$ cat config.mk
export PLATFORM = sky130hd
export DESIGN_NAME = w_beat_packer
export DESIGN_NICKNAME = d
export VERILOG_FILES = /design/src/rtl/compressor_axi_pkg.sv /design/src/rtl/w_beat_packer.sv
export SDC_FILE = /design/constraint.sdc
export NUM_CORES = 1
export LEC_CHECK = 0
export ABC_AREA = 0
export CELL_PAD_IN_SITES_DETAIL_PLACEMENT = 1
export CELL_PAD_IN_SITES_GLOBAL_PLACEMENT = 2
export CORE_MARGIN = 2
export CORE_UTILIZATION = 28
export CTS_BUF_LIST = sky130_fd_sc_hd__clkbuf_2 sky130_fd_sc_hd__clkbuf_4 sky130_fd_sc_hd__clkbuf_8
export DETAILED_ROUTE_END_ITERATION = 16
export PLACE_DENSITY_LB_ADDON = 0.12
export RECOVER_POWER = 25
export REMOVE_ABC_BUFFERS = 1
export SYNTH_ARGS = -nofsm -noshare
export SYNTH_HDL_FRONTEND = slang
export SYNTH_SLANG_ARGS = --single-unit
$ cat constraint.sdc
create_clock -name clk -period 1.7 [get_ports clk]
set_clock_uncertainty 0.05 [all_clocks]
set_input_delay 0.51 -clock clk [delete_from_list [all_inputs] [get_ports clk]]
set_output_delay 0.51 -clock clk [all_outputs]
set_load 0.05 [all_outputs]
$ cat src/rtl/compressor_axi_pkg.sv
// Shared definitions for the compressor-to-AXI write path: channel widths,
// packer state encoding and the W beat payload used by drivers and monitors.
package compressor_axi_pkg;

   localparam int unsigned ID_W      = 4;
   localparam int unsigned DATA_W    = 64;
   localparam int unsigned STRB_W    = 4;
   localparam int unsigned LANE_W    = DATA_W / STRB_W;
   localparam int unsigned MAX_BEATS = 16;
   localparam int unsigned CNT_W     = 16;

   typedef enum logic [1:0] {
      IDLE = 2'd0,
      PACK = 2'd1,
      SEND = 2'd2
   } state_t;

   typedef struct packed {
      logic [ID_W-1:0]   id;
      logic [DATA_W-1:0] data;
      logic [STRB_W-1:0] strb;
      logic              last;
   } w_beat_t;

endpackage

$ cat src/rtl/w_beat_packer.sv
// Packs the compressor halfword stream into 64-bit AXI W beats, splitting
// blocks into bursts of at most MAX_BEATS and reporting per-block beat counts.
module w_beat_packer
   import compressor_axi_pkg::*;
(
   input  logic              clk,
   input  logic              rst_n,
   input  logic              cmd_valid,
   output logic              cmd_ready,
   input  logic [ID_W-1:0]   cmd_id,
   input  logic              in_valid,
   output logic              in_ready,
   input  logic [15:0]       in_data,
   input  logic              in_last,
   output logic [ID_W-1:0]   w_id,
   output logic [DATA_W-1:0] w_data,
   output logic [STRB_W-1:0] w_strb,
   output logic              w_last,
   output logic              w_valid,
   input  logic              w_ready,
   output logic              done_valid,
   output logic [CNT_W-1:0]  done_beats
);

   localparam int unsigned LANE_IDX_W = $clog2(STRB_W);
   localparam int unsigned BEAT_W     = $clog2(MAX_BEATS + 1);

   state_t                state;
   w_beat_t               beat_q;
   logic [LANE_IDX_W-1:0] lane;
   logic [BEAT_W-1:0]     beat_cnt;
   logic [CNT_W-1:0]      total_cnt;
   logic                  blk_end;
   logic [CNT_W-1:0]      total_inc_c;
   logic                  beat_full_c;
   logic                  burst_full_c;

   assign cmd_ready = (state == IDLE);
   assign in_ready  = (state == PACK);

   assign w_id   = beat_q.id;
   assign w_data = beat_q.data;
   assign w_strb = beat_q.strb;
   assign w_last = beat_q.last;

   // Block beat count sticks at all-ones rather than wrapping.
   assign total_inc_c  = (&total_cnt) ? total_cnt : total_cnt + 1'b1;
   assign beat_full_c  = (lane == LANE_IDX_W'(STRB_W - 1));
   assign burst_full_c = (beat_cnt == BEAT_W'(MAX_BEATS - 1));

   always_ff @(posedge clk or negedge rst_n) begin
      if (!rst_n) begin
         state      <= IDLE;
         beat_q     <= '0;
         lane       <= '0;
         beat_cnt   <= '0;
         total_cnt  <= '0;
         blk_end    <= 1'b0;
         w_valid    <= 1'b0;
         done_valid <= 1'b0;
         done_beats <= '0;
      end else begin
         done_valid <= 1'b0;
         case (state)
            IDLE: begin
               if (cmd_valid && cmd_ready) begin
                  beat_q.id   <= cmd_id;
                  beat_q.data <= '0;
                  beat_q.strb <= '0;
                  lane        <= '0;
                  beat_cnt    <= '0;
                  total_cnt   <= '0;
                  state       <= PACK;
               end
            end
            PACK: begin
               if (in_valid && in_ready) begin
                  beat_q.data[LANE_W*lane +: LANE_W] <= in_data;
                  beat_q.strb[lane]                  <= 1'b1;
                  lane                               <= lane + 1'b1;
                  if (beat_full_c || in_last) begin
                     // Burst boundary and block end can coincide; last is raised once.
                     beat_q.last <= in_last || burst_full_c;
                     blk_end     <= in_last;
                     w_valid     <= 1'b1;
                     state       <= SEND;
                  end
               end
            end
            SEND: begin
               if (w_valid && w_ready) begin
                  w_valid     <= 1'b0;
                  beat_q.last <= 1'b0;
                  beat_q.data <= '0;
                  beat_q.strb <= '0;
                  lane        <= '0;
                  total_cnt   <= total_inc_c;
                  beat_cnt    <= beat_q.last ? '0 : beat_cnt + 1'b1;
                  if (blk_end) begin
                     done_valid <= 1'b1;
                     done_beats <= total_inc_c;
                     blk_end    <= 1'b0;
                     state      <= IDLE;
                  end else begin
                     state <= PACK;
                  end
               end
            end
            default: state <= IDLE;
         endcase
      end
   end

endmodule

==> impl_metrics.py <==
# Flow results
metrics = {
    "sta": {
        "post-route-period-util_pct": 111,
        "final-hold-violation-count": 0,
        "setup_violations": 83,
        "max_clock_freq_mhz": 531,
        "worst_slack_ns": -0.182,
        "setup_total_negative_slack_ns": -7.47,
        "worst_slew_margin_rel_pct": 52.0,
        "grt_setup_unrepaired": "yes",
    },
    "detailed_routing": {
        "routed_wl_um": 20000,
        "detailroute.via_count": 5090,
        "met3RoutedLength_um": 541,
        "highest-signal-layer": "met4",
        "drt_first_iter_violations": 181,
    },
    "cts": {
        "clk_pin_slew_worst_paths_ns": 0.07,
        "cts_resized": 106,
        "clk_latency_ns": 0.45,
        "cts_root_buf": "sky130_fd_sc_hd__clkbuf_8",
        "cts_max_path_buffers": 2,
        "numCtsBuffers": 17,
        "clkSinkCount": 117,
    },
    "cells_and_area": {
        "antennaDiodeCount": 0,
        "combGateArea_mm2": 0.00270,
        "fin_nets": 831,
        "layoutNonFillerInstCount": 1041,
    },
    "global_route": {
        "grt_use_met3_pct": 4.25,
        "global_route_wire_length_before_repair_um": 30200,
        "globalRoute.totalOverflow": 0,
        "top_usage_layer": "met2",
    },
    "synth": {
        "syn_warnings": 0,
        "top_logic_kind": "simple AND/OR/NAND/NOR gates",
        "ys_chip_area_mm2": 0.00529,
        "post_synth_ao_oa_area_fraction_pct": 16.1,
        "synth.largest_area_cell": "sky130_fd_sc_hd__dfrtp_1",
        "instance_tally_after_logic_synthesis": 568,
        "sequential_area_share_after_synthesis_pct": 55.4,
    },
    "worst_setup_path": {
        "arrival_ns": 1.32,
        "timing.rr.start": "state[0]",
        "timing.rr.end": "w_data[46]",
        "crit_path_max_fanout": 4,
        "reg2reg_depth": 9,
        "worstSetupEndpoint": "in_ready",
        "critical_path.max_stage_delay_ns": 0.45,
    },
    "min_path": {
        "number_of_cells_on_the_worst_hold_path": 2,
        "min_from": "beat_cnt[4]",
    },
    "power_and_ir_drop": {
        "reported_leakage_power_nw": 4.22,
        "design_power_total_w": 0.0144,
    },
    "floorplan": {
        "number_of_top_level_pins": 119,
    },
    "placement": {
        "port_buffers": 118,
        "dpl.cell_count": 951,
    },
    "run_status": {
        "violations_in_the_final_reports": "negative setup slack",
        "run_status": "complete, but fails checks",
    },
}
## state kept, by name (all words and copies together) (netlist names)
signal / count
beat_cnt: 5
blk_end: 1
done_beats: 16
done_valid: 1
lane: 2
state: 2
total_cnt: 16
w_data: 64
w_id: 4
w_last: 1
w_strb: 4
w_valid: 1
## power breakdown
| group | internal, W | switching [W] |
|---|---|---|
| combinational | 0.00363 | 0.00393 |
| sequential | 0.00323 | 0.000548 |
| clock | 0.00176 | 0.00129 |
| total | 0.00862 | 0.00577 |
## final cells by class
cell class	count	share of cell area [%]
inverters	7	0.382
multi-input cells	410	27.5
repair inverters	1	0.0509
clock buffers	17	2.38
repair buffers	240	34.5
clock inverters	15	2.34
flip-flops and latches	117	29.8
well taps	234	2.98
Figure 1. Routing congestion map.
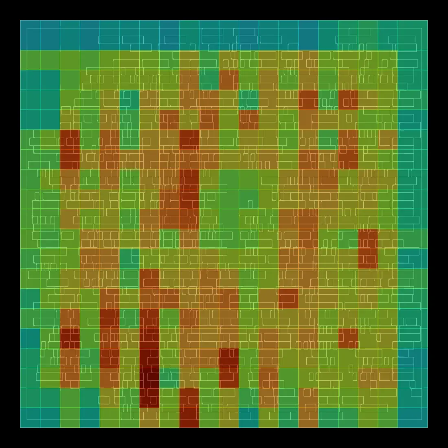
post-route core utilization: 52.7%
met1 Use GR: 23.3%

Figure 2. Cells colored by class.
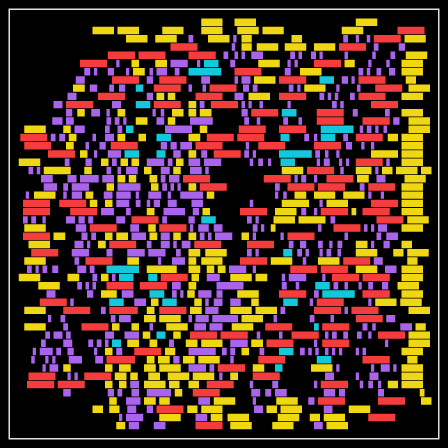
[other buffers and delay cells] yellow | cells: 240 | share of their area: 36%
[clock drivers and dummy loads] cyan | cells: 32 | share of their area: 4.9%
[all other logic] purple | cells: 418 | share of their area: 29%
[flip-flops] red | cells: 117 | share of their area: 31%
share of cell area taken by flip-flops and latches: 29.8%
core area: 0.0186 mm^2
final standard cell area without fillers: 0.00982 mm^2
site row count: 50

Figure 3. Cell density map.
Scale bar: 50 um. 14 x 14 tiles, from black (low) to pale yellow (high), 0 to 100% covered.
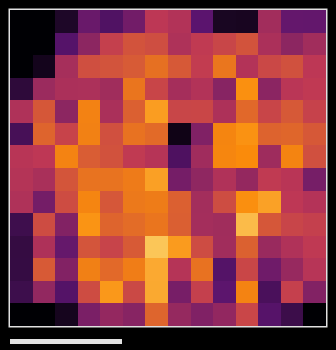
emptiest ninth of the die: north-west
mean over tiles: 48%
nearly empty tiles: 4.1%
tiles over 75% full: 6.6%
floorplan utilization: 28.4%

Figure 4. Port wiring.
Scale bar: 50 um.
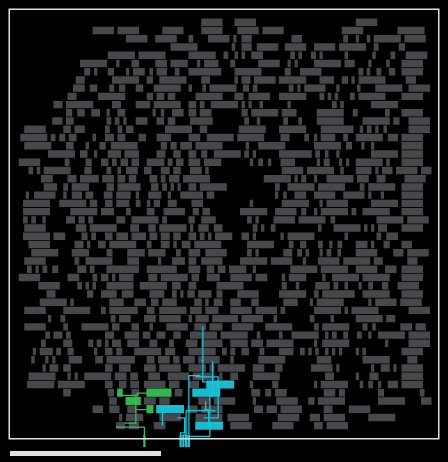
[cmd_valid] green | bits: 1 | direction: input | edge: south | end cells: 4 | buffers: 1 | wire: 41.2 um
[w_id] cyan | bits: 4 | direction: output | edge: south | end cells: 4 | buffers: 4 | wire: 168 um

Power and IR drop assume default switching activity.
